--- src/rtl/gerenciador_ativos.sv ---
// gerenciador_ativos
// Frontier table for the parallel Dijkstra expansion. Absorbs update and
// deactivate pulses from the neighbour locator, keeps the best distance per
// node and, when asked to evaluate, approves up to NUM_NA nodes whose
// distance does not exceed the smallest (distancia + menor_vizinho) bound in
// the table.
//
// Ports
//   clk, rst_n                 clock, asynchronous active-low reset
//   lvv_atualizar_in + fields  insert/update a node (accepted only when idle)
//   lvv_desativar_in + addr    invalidate a node (accepted in any state)
//   cme_avaliar_in             start an evaluation (queued if busy)
//   aa_ocupado_out             high in every state but idle
//   aa_aprovado_out            per-slot valid bits of the last evaluation
//   aa_endereco/distancia/anterior_out  packed slot data, slot k at k*W
//   aa_tem_ativo_out           at least one valid entry (registered)
//   aa_tem_aprovado_out        OR of the approved bits, set at completion
//   aa_erro_out                sticky: table overflow or update while busy
module gerenciador_ativos #(
  parameter int ADDR_WIDTH      = 8,
  parameter int NUM_NA          = 4,
  parameter int DISTANCIA_WIDTH = 5,
  parameter int CUSTO_WIDTH     = 4,
  parameter int NUM_ATIVOS      = 16
) (
  input  logic                            clk,
  input  logic                            rst_n,
  input  logic                            lvv_atualizar_in,
  input  logic [ADDR_WIDTH-1:0]           lvv_endereco_in,
  input  logic [CUSTO_WIDTH-1:0]          lvv_menor_vizinho_in,
  input  logic [DISTANCIA_WIDTH-1:0]      lvv_distancia_in,
  input  logic [ADDR_WIDTH-1:0]           lvv_anterior_in,
  input  logic                            lvv_desativar_in,
  input  logic [ADDR_WIDTH-1:0]           lvv_desativar_addr_in,
  input  logic                            cme_avaliar_in,
  output logic                            aa_ocupado_out,
  output logic [NUM_NA-1:0]               aa_aprovado_out,
  output logic [ADDR_WIDTH*NUM_NA-1:0]    aa_endereco_out,
  output logic [DISTANCIA_WIDTH*NUM_NA-1:0] aa_distancia_out,
  output logic [ADDR_WIDTH*NUM_NA-1:0]    aa_anterior_out,
  output logic                            aa_tem_ativo_out,
  output logic                            aa_tem_aprovado_out,
  output logic                            aa_erro_out
);

  localparam int IW = $clog2(NUM_ATIVOS);
  localparam int KW = $clog2(NUM_NA) + 1;
  localparam int SW = DISTANCIA_WIDTH + 1;
  localparam logic [IW-1:0] ULTIMO = IW'(NUM_ATIVOS - 1);

  typedef enum logic [2:0] {
    ST_IDLE,
    ST_ATUALIZAR,
    ST_MINIMO,
    ST_APROVAR,
    ST_CONCLUIR
  } estado_t;

  // distancia + menor_vizinho widened by one bit so the sum never wraps
  function automatic logic [SW-1:0] soma_ext(input logic [DISTANCIA_WIDTH-1:0] d,
                                             input logic [CUSTO_WIDTH-1:0] c);
    return {1'b0, d} + SW'(c);
  endfunction

  estado_t                    estado;
  logic [NUM_ATIVOS-1:0]      valid;
  logic [ADDR_WIDTH-1:0]      ent_end  [NUM_ATIVOS];
  logic [DISTANCIA_WIDTH-1:0] ent_dist [NUM_ATIVOS];
  logic [CUSTO_WIDTH-1:0]     ent_mv   [NUM_ATIVOS];
  logic [ADDR_WIDTH-1:0]      ent_ant  [NUM_ATIVOS];

  logic [ADDR_WIDTH-1:0]      upd_end;
  logic [DISTANCIA_WIDTH-1:0] upd_dist;
  logic [CUSTO_WIDTH-1:0]     upd_mv;
  logic [ADDR_WIDTH-1:0]      upd_ant;

  logic                       pendente;
  logic [IW-1:0]              idx;
  logic [SW-1:0]              limite;
  logic [KW-1:0]              k;

  logic                       hit;
  logic [IW-1:0]              hit_idx;
  logic                       livre;
  logic [IW-1:0]              livre_idx;
  logic                       desat_upd;
  logic [SW-1:0]              cand_soma;
  logic                       cand_ok;
  logic [KW-1:0]              k_next;

  // Parallel address match and lowest free slot; the loop runs downward so
  // the last assignment is the lowest index.
  always_comb begin
    hit       = 1'b0;
    hit_idx   = '0;
    livre     = 1'b0;
    livre_idx = '0;
    for (int i = NUM_ATIVOS - 1; i >= 0; i--) begin
      if (valid[i] && (ent_end[i] == upd_end)) begin
        hit     = 1'b1;
        hit_idx = IW'(i);
      end
      if (!valid[i]) begin
        livre     = 1'b1;
        livre_idx = IW'(i);
      end
    end
  end

  assign desat_upd = lvv_desativar_in && (lvv_desativar_addr_in == upd_end);
  assign cand_soma = soma_ext(ent_dist[idx], ent_mv[idx]);
  assign cand_ok   = valid[idx] && ({1'b0, ent_dist[idx]} <= limite);
  assign k_next    = k + KW'(cand_ok);

  // Entry payload and latched update fields; only the valid bits need reset.
  always_ff @(posedge clk) begin
    if ((estado == ST_IDLE) && lvv_atualizar_in) begin
      upd_end  <= lvv_endereco_in;
      upd_dist <= lvv_distancia_in;
      upd_mv   <= lvv_menor_vizinho_in;
      upd_ant  <= lvv_anterior_in;
    end
    if (estado == ST_ATUALIZAR) begin
      if (hit) begin
        if (upd_dist < ent_dist[hit_idx]) begin
          ent_dist[hit_idx] <= upd_dist;
          ent_mv[hit_idx]   <= upd_mv;
          ent_ant[hit_idx]  <= upd_ant;
        end
      end else if (livre) begin
        ent_end[livre_idx]  <= upd_end;
        ent_dist[livre_idx] <= upd_dist;
        ent_mv[livre_idx]   <= upd_mv;
        ent_ant[livre_idx]  <= upd_ant;
      end
    end
  end

  always_ff @(posedge clk or negedge rst_n) begin
    if (!rst_n) begin
      estado              <= ST_IDLE;
      valid               <= '0;
      pendente            <= 1'b0;
      idx                 <= '0;
      limite              <= '1;
      k                   <= '0;
      aa_ocupado_out      <= 1'b0;
      aa_aprovado_out     <= '0;
      aa_endereco_out     <= '0;
      aa_distancia_out    <= '0;
      aa_anterior_out     <= '0;
      aa_tem_ativo_out    <= 1'b0;
      aa_tem_aprovado_out <= 1'b0;
      aa_erro_out         <= 1'b0;
    end else begin
      aa_tem_ativo_out <= |valid;

      case (estado)
        ST_IDLE: begin
          if (lvv_atualizar_in) begin
            estado         <= ST_ATUALIZAR;
            aa_ocupado_out <= 1'b1;
            if (cme_avaliar_in) pendente <= 1'b1;
          end else if (cme_avaliar_in || pendente) begin
            aa_aprovado_out     <= '0;
            aa_endereco_out     <= '0;
            aa_distancia_out    <= '0;
            aa_anterior_out     <= '0;
            aa_tem_aprovado_out <= 1'b0;
            pendente            <= 1'b0;
            idx                 <= '0;
            limite              <= '1;
            k                   <= '0;
            estado              <= ST_MINIMO;
            aa_ocupado_out      <= 1'b1;
          end
        end

        // ---- update: existing entry handled in the payload block ----
        ST_ATUALIZAR: begin
          if (!hit) begin
            if (livre) valid[livre_idx] <= !desat_upd;
            else       aa_erro_out      <= 1'b1;
          end
          estado         <= ST_IDLE;
          aa_ocupado_out <= 1'b0;
        end

        // ---- minimum bound scan, one entry per cycle ----
        ST_MINIMO: begin
          if (valid[idx] && (cand_soma < limite)) limite <= cand_soma;
          if (idx == ULTIMO) begin
            idx    <= '0;
            estado <= ST_APROVAR;
          end else begin
            idx <= idx + 1'b1;
          end
        end

        // ---- approval scan, fills slots lowest index first ----
        ST_APROVAR: begin
          if (cand_ok) begin
            for (int s = 0; s < NUM_NA; s++) begin
              if (k == KW'(s)) begin
                aa_aprovado_out[s]                                   <= 1'b1;
                aa_endereco_out[s*ADDR_WIDTH +: ADDR_WIDTH]          <= ent_end[idx];
                aa_distancia_out[s*DISTANCIA_WIDTH +: DISTANCIA_WIDTH] <= ent_dist[idx];
                aa_anterior_out[s*ADDR_WIDTH +: ADDR_WIDTH]          <= ent_ant[idx];
              end
            end
          end
          k <= k_next;
          if ((k_next == KW'(NUM_NA)) || (idx == ULTIMO)) estado <= ST_CONCLUIR;
          else                                            idx    <= idx + 1'b1;
        end

        ST_CONCLUIR: begin
          aa_tem_aprovado_out <= |aa_aprovado_out;
          estado              <= ST_IDLE;
          aa_ocupado_out      <= 1'b0;
        end

        default: begin
          estado         <= ST_IDLE;
          aa_ocupado_out <= 1'b0;
        end
      endcase

      if (estado != ST_IDLE) begin
        if (lvv_atualizar_in) aa_erro_out <= 1'b1;
        if (cme_avaliar_in)   pendente    <= 1'b1;
      end

      // Deactivation is applied last so it overrides a same-cycle write.
      if (lvv_desativar_in) begin
        for (int i = 0; i < NUM_ATIVOS; i++) begin
          if (valid[i] && (ent_end[i] == lvv_desativar_addr_in)) valid[i] <= 1'b0;
        end
      end
    end
  end

endmodule
--- config.mk ---
export PLATFORM = sky130hd
export DESIGN_NAME = gerenciador_ativos
export DESIGN_NICKNAME = d
export VERILOG_FILES = /design/src/rtl/gerenciador_ativos.sv
export SDC_FILE = /design/constraint.sdc
export NUM_CORES = 1
export LEC_CHECK = 0
export CORE_MARGIN = 5
export CORE_UTILIZATION = 55
export CTS_CLUSTER_SIZE = 24
export DETAILED_ROUTE_END_ITERATION = 6
export DONT_BUFFER_PORTS = 1
export PLACE_DENSITY = 0.7
export SETUP_SLACK_MARGIN = 0.15
export SLEW_MARGIN = 20
export SYNTH_ARGS = -nofsm -noshare
export SYNTH_HDL_FRONTEND = slang
export SYNTH_SLANG_ARGS = --single-unit
--- constraint.sdc ---
create_clock -name clk -period 15.75 [get_ports clk]
set_clock_uncertainty 0.2 [all_clocks]
set_input_delay 1.575 -clock clk [delete_from_list [all_inputs] [get_ports clk]]
set_output_delay 1.575 -clock clk [all_outputs]
set_load 0.02 [all_outputs]
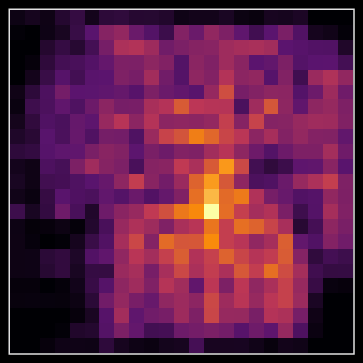
Fig. 1. Routed metal per tile (run 1).
Scale: 1.5 px per µm. 23 x 23 tiles, from black (low) to pale yellow (high), scaled to the fullest tile. Values are wire area over tile area, all layers added.
emptiest ninth of the die: bottom left
densest ninth of the die: middle
mean over tiles: 0.22
tiles over half the peak: 11%
fullest tile: 0.76
vias: 15,731
detail-routed net length per standard cell: 27.7 µm
GR Util All Layers: 25.5%
aggregate routed wire length: 67,800 µm

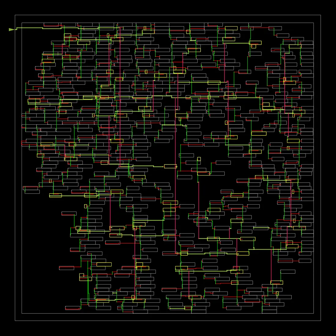
Fig. 2. Clock wiring as the flow saved it (run 1).
total number of sequential cells: 550
# clock sinks: 550

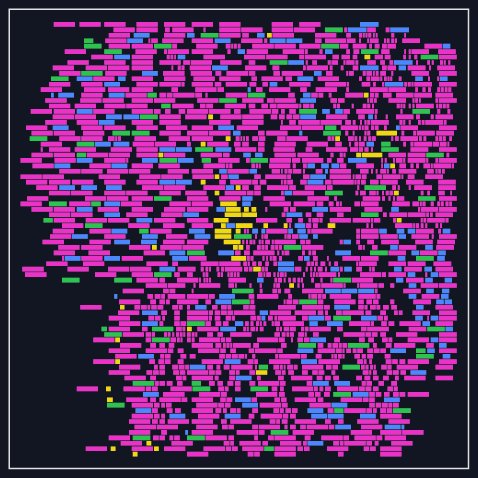
Fig. 3. Cell sizes after repair (run 1).
Scale: 2 px per µm.
legend:
  yellow:
    size: x3 and x4
    cells: 51
    share: 2.8%
    most_used: buf_4
  green:
    size: x6 and larger
    cells: 80
    share: 4.4%
    most_used: clkbuf_16
  blue:
    size: x2
    cells: 201
    share: 11%
    most_used: mux4_2
  magenta:
    size: x1 and smaller
    cells: 1,503
    share: 82%
    most_used: edfxtp_1
final cell area excluding filler cells: 28,900 µm²
Layout Area Growth over Synthesis: 9.68%
Setup WS post-layout: 8.56 ns

==> impl_metrics.tcl, run 1 <==
# yosys + openroad results
set metrics [dict create \
    status "finished, final reports clean" \
    layout.non_clock_buffers 31 \
    synth_largest_type_area_fraction_pct 48.4 \
    cts-buffers-inserted 55 \
    arrival_ns 7.48 \
    cp-start-kind "flip-flop" \
    maxUsedRoutingLayer "met5" \
    lay_top_cells "sky130_fd_sc_hd__edfxtp_1, sky130_fd_sc_hd__xnor2_1, sky130_fd_sc_hd__dfrtp_1, sky130_fd_sc_hd__mux4_2, sky130_fd_sc_hd__nand2_1" \
    ctsLongestPathBuffers 3 \
    dieArea_um2 52400 \
    ys_seq_share_pct 60.3 \
    stages_on_the_worst_setup_path 19 \
    dpl_cell_area_um2 26900 \
    layout_top_cell "sky130_fd_sc_hd__edfxtp_1" \
    synthesis.area_per_instance_um2 14.6 \
    clock_area_share_pct 6.81 \
    route.detailed.vias_per_inst 6.42 \
    grt_ovf 0 \
    timing.critical_path.mode_cell "sky130_fd_sc_hd__ha_1" \
    warnings_synthesis 0 \
    synthFlopType "sky130_fd_sc_hd__edfxtp_1" \
    hold_class "reg2reg" \
    design.core.area_um2 47500 \
    diodes 0 \
    max-cap-violations 0 \
    gr-usage-met1_pct 35.3 \
    num-multi-input-gates 1121 \
    synthesis.nets 1863 \
    first_pass_iters 5 \
    cts.reportedPaths.clkPinSlew_ns 0.06 \
    timing.critical_path.max_delay_family "AND-OR/OR-AND gates" \
    cts.repair.resized 0 \
    ir_drop_worst_case_vdd_v 0.000105 \
    ys_sh_mux_pct 14.4 \
    synth.top_cells.by_count "sky130_fd_sc_hd__edfxtp_1, sky130_fd_sc_hd__xnor2_1, sky130_fd_sc_hd__dfrtp_1" \
    detail-route-antenna-nets 0 \
    timing.final.max_slew_violations 0 \
    use_met2_pct 40.5 \
    seq-cell-share_pct 55.0 \
    rrSetupSlack_ns 8.56 \
    num_tapcells 615 \
    place.detailed.hpwl_um 44900 \
    placement.io_buffers 0 \
    period_used_pct 45.6 \
    yosys_aoi_share_pct 4.94 \
    comb_area_share_pct 34.3 \
    min_to "limite[3]" \
    crit_path_top_delay_cell "sky130_fd_sc_hd__dfrtp_4" \
    area.sequential_um2 15900 \
    timing.critical_path.to "idx[3]" \
    hold_crit_start "limite[3]" \
    crit_chain "buf_4 > buf_4 > mux4_2 > o22ai_1 > a21oi_1 > ha_1 > and4_1 > a221oi_1 > nor2_1 > ha_1 > ha_1 > xnor2_1 > o31ai_1 > o21ai_0 > o21ai_0 > inv_1 > nand3_1 > xor2_1 > a21oi_1" \
    yosys.stat.chipArea_um2 26300 \
    first_global_vias 15980 \
    cells_in_synth_stat_txt 1803 \
    grt_use_met3_pct 6.66 \
    ys_seq_elements 550 \
    reg2reg_depth 19 \
    finalCriticalPeriod_ns 7.19 \
    layout.cells.non_filler 2450 \
    placed_cells_incl_taps 2346 \
    global_placer_s_final_weighted_congestion 0.955 \
    layout.clock_buffers 84 \
    ys_top_logic_family "multiplexers" \
    grt_start_max_net_pins 126 \
    finish.utilization_pct 60.8 \
    nNetsFinal 1848 \
    fin_tns_setup_ns 0 \
    combGateArea_um2 9910 \
    dr.first_iter.drc_count 1686 \
    worstSetupPathType "reg2reg" \
    worst_hold_path_stage_count 2 \
    synth.lib_cells_used.distinct 74 \
    num_io_pins 130 \
    worst_setup_path_end_kind "flip-flop" \
    timing.fmax_mhz 139 \
    p_total_uw 4900 \
    grt.busiest_layer "met2" \
    post-cts-setup-buffers 0 \
    required_ns 16.04 \
    syn_inst 1803 \
]
## run 1: state kept, by name, indices dropped and copies added, names as in the netlist, 5 cells and up
register,count
ent_end,128
ent_mv,64
ent_dist,80
upd_ant,8
aa_endereco_out,32
limite,6
upd_dist,5
valid,16
aa_distancia_out,20
upd_end,8
aa_anterior_out,32
ent_ant,128
## run 1: metrics by stage
stage | hold WS [ns] | setup slack [ns]
3_3_place_gp | 0.265 | 8.48
4_1_cts | 0.283 | 8.41
3_5_place_dp | 0.278 | 8.43
5_1_grt | 0.301 | 7.92
2_1_floorplan | 0.257 | 8.66
6_report | 0.284 | 8.56
## run 1: where the power goes
part	switching (µW)	leakage, µW	internal [µW]	total [µW]
registers	300	0.00547	1770	2070
logic	828	0.00336	620	1450
clock network	569	0.000966	814	1380
total	1700	0.00980	3210	4900
## Run 2: what changed since run 1
--- a/config.mk
+++ b/config.mk
@@ -10,7 +10,7 @@
 export CTS_CLUSTER_SIZE = 24
 export DETAILED_ROUTE_END_ITERATION = 6
 export DONT_BUFFER_PORTS = 1
-export PLACE_DENSITY = 0.7
+export PLACE_DENSITY = 0.73
 export SETUP_SLACK_MARGIN = 0.15
 export SLEW_MARGIN = 20
 export SYNTH_ARGS = -nofsm -noshare
==> constraint.sdc (replaced) <==
create_clock -name clk -period 6.21 [get_ports clk]
set_clock_uncertainty 0.2 [all_clocks]
set_input_delay 0.621 -clock clk [delete_from_list [all_inputs] [get_ports clk]]
set_output_delay 0.621 -clock clk [all_outputs]
set_load 0.02 [all_outputs]
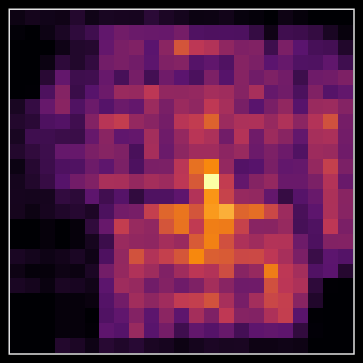
Fig. 4. Routed metal per tile (run 2).
Scale: 1.5 px per µm. 23 x 23 tiles, from black (low) to pale yellow (high), scaled to the fullest tile. Values are wire area over tile area, all layers added.
GR Util All Layers: 25.3%
vias: 16,123

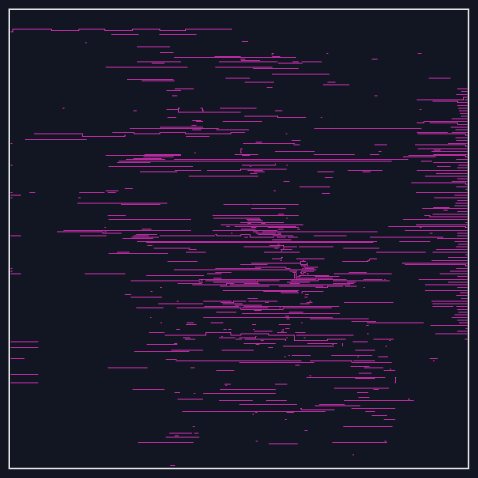
Fig. 5. The metal 3 layer (run 2).
Scale: 2 px per µm.
main direction: horizontal
share of all routed wire: 10%
wire length on this layer: 6,890 µm
nets with wire on the layer: 332
aggregate routed wire length: 67,500 µm
Global Route met3 Usage: 7.14%

==> run 2 against run 1 <==
  * Critical path depth rose by 5
  * Non-clock buffer count rose by 81
  * Core utilization rose by 1.8 points
  * Sequential share of layout area fell by 1.6 points
  * Global-route usage fell by 0.22 points
  * Area after synthesis did not move
  * Critical path type unchanged
  * Critical endpoint is now ent_mv[10][2]
  * Largest cell class unchanged
==> impl_metrics.tcl, run 2 <==
# yosys + openroad results
set metrics [dict create \
    num_tapcells 615 \
    cts-buffers-inserted 56 \
    num_io_pins 130 \
    timing.final.max_slew_violations 0 \
    comb_area_share_pct 33.5 \
    lay_top_cells "sky130_fd_sc_hd__edfxtp_1, sky130_fd_sc_hd__xnor2_1, sky130_fd_sc_hd__dfrtp_1, sky130_fd_sc_hd__mux4_2, sky130_fd_sc_hd__nand2_1" \
    layout-area-overhead-vs-synth_pct 13.0 \
    placement.io_buffers 0 \
    num-multi-input-gates 1121 \
    grt.busiest_layer "met2" \
    reg2reg_depth 24 \
    final_design_area_no_fill_um2 29800 \
    cts.reportedPaths.clkPinSlew_ns 0.06 \
    layout_top_cell "sky130_fd_sc_hd__edfxtp_1" \
    route.detailed.vias_per_inst 6.37 \
    setup_slack_ns 0.407 \
    ctsLongestPathBuffers 3 \
    max-cap-violations 0 \
    diodes 0 \
    grt_ovf 0 \
    design.core.area_um2 47500 \
    cells_in_synth_stat_txt 1803 \
    pwr-share-comb_pct 30.9 \
    p_clk_uw 3440 \
    ys_top_logic_family "multiplexers" \
    warnings_synthesis 0 \
    status "finished, final reports clean" \
    synthesis.area_per_instance_um2 14.6 \
    place.detailed.hpwl_um 46400 \
    synth_largest_type_area_fraction_pct 48.4 \
    sw_frac_of_total_pct 35.0 \
    crit_chain "buf_12 > xnor2_1 > nand4_1 > nor4_4 > a21oi_2 > o21ai_1 > o21ai_2 > nand2_2 > buf_12 > mux2i_1 > mux2_2 > o22ai_1 > nor2_1 > ha_1 > a21oi_1 > o21ai_0 > nor3_2 > nand3b_1 > a41o_1 > a2111oi_2 > o211ai_2 > buf_4 > nor4b_4 > buf_4" \
    layout.cells.non_filler 2533 \
    grt_start_max_net_pins 126 \
    ys_sh_mux_pct 14.4 \
    power.clock.fraction_pct 27.5 \
    synth.top_cells.by_count "sky130_fd_sc_hd__edfxtp_1, sky130_fd_sc_hd__xnor2_1, sky130_fd_sc_hd__dfrtp_1" \
    yosys_aoi_share_pct 4.94 \
    first_pass_iters 6 \
    synthesis.nets 1863 \
    post-cts-setup-buffers 0 \
    timing.critical_path.to "ent_mv[10][2]" \
    global_placer_s_final_weighted_congestion 0.963 \
    yosys.stat.chipArea_um2 26300 \
    nNetsFinal 1930 \
    dr.first_iter.drc_count 1817 \
    synthFlopType "sky130_fd_sc_hd__edfxtp_1" \
    synth.lib_cells_used.distinct 74 \
    cp-start-kind "flip-flop" \
    reg_top3 "ent_ant (128), ent_end (128), ent_dist (80)" \
    placed_cells_incl_taps 2388 \
    power.group.top "sequential cells" \
    crit_path_top_delay_cell "sky130_fd_sc_hd__edfxtp_1" \
    routed_wire_length_per_instance_um 26.6 \
    gr-usage-met1_pct 34.1 \
    period_used_pct 93.4 \
    layout.non_clock_buffers 112 \
    dieArea_um2 52400 \
    p_total_uw 12500 \
    ys_seq_share_pct 60.3 \
    worstSetupPathType "reg2reg" \
    syn_inst 1803 \
    first_global_vias 16374 \
    timing.critical_path.max_delay_family "AND-OR/OR-AND gates" \
    cts.repair.resized 2 \
    required_ns 6.34 \
    rrSetupSlack_ns 0.41 \
    pre_cts_slack_ns 0.0333 \
    arrival_ns 5.93 \
]
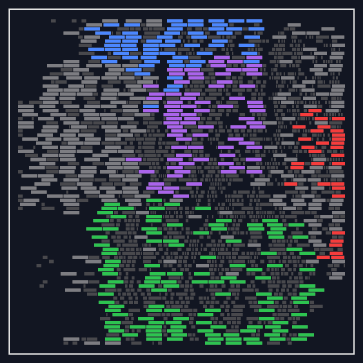
Fig. 6. Sequential cells colored by netlist name (run 2).
Scale: 1.5 px per µm. Other sequential cells in the stronger gray, the rest of the logic in the fainter gray.
legend:
  purple:
    name_in_the_netlist: ent_dist
    flops: 80
  green:
    name_in_the_netlist: ent_end
    flops: 128
  blue:
    name_in_the_netlist: ent_mv
    flops: 64
    where: top middle
  red:
    name_in_the_netlist: aa_anterior_out
    flops: 32
post-route core utilization: 62.6%
sequential share of cell area: 53.4%
reported sequential group power: 5210 µW
Storage cell area: 15,900 µm²

==> run 2: netlist changes by cell type in the layout (fill, tap and decap cells not counted), sizes merged <==
cell         previous run  this run
buf                    31        80
clkbuf                 84        78
clkinv                 14        18
clkinvlp                1         4
dlygate4sd3             0        29
inv                    30        34
==> run 2: worst min-delay path by stage <==
stage | startpoint | end | slack [ns] | depth (start not counted)
floorplan | rst_n | aa_anterior_out[0] | 0.13 | 0
global placement | rst_n | aa_anterior_out[15] | 0.13 | 0
detailed placement | rst_n | aa_endereco_out[10] | 0.13 | 0
CTS | lvv_atualizar_in | aa_aprovado_out[1] | 0.01 | 2
global route | lvv_desativar_in | valid[13] | 0.02 | 3
finish | lvv_atualizar_in | aa_aprovado_out[1] | 0.03 | 2
Power figures rest on the tool's default switching activity, not on a simulated workload.
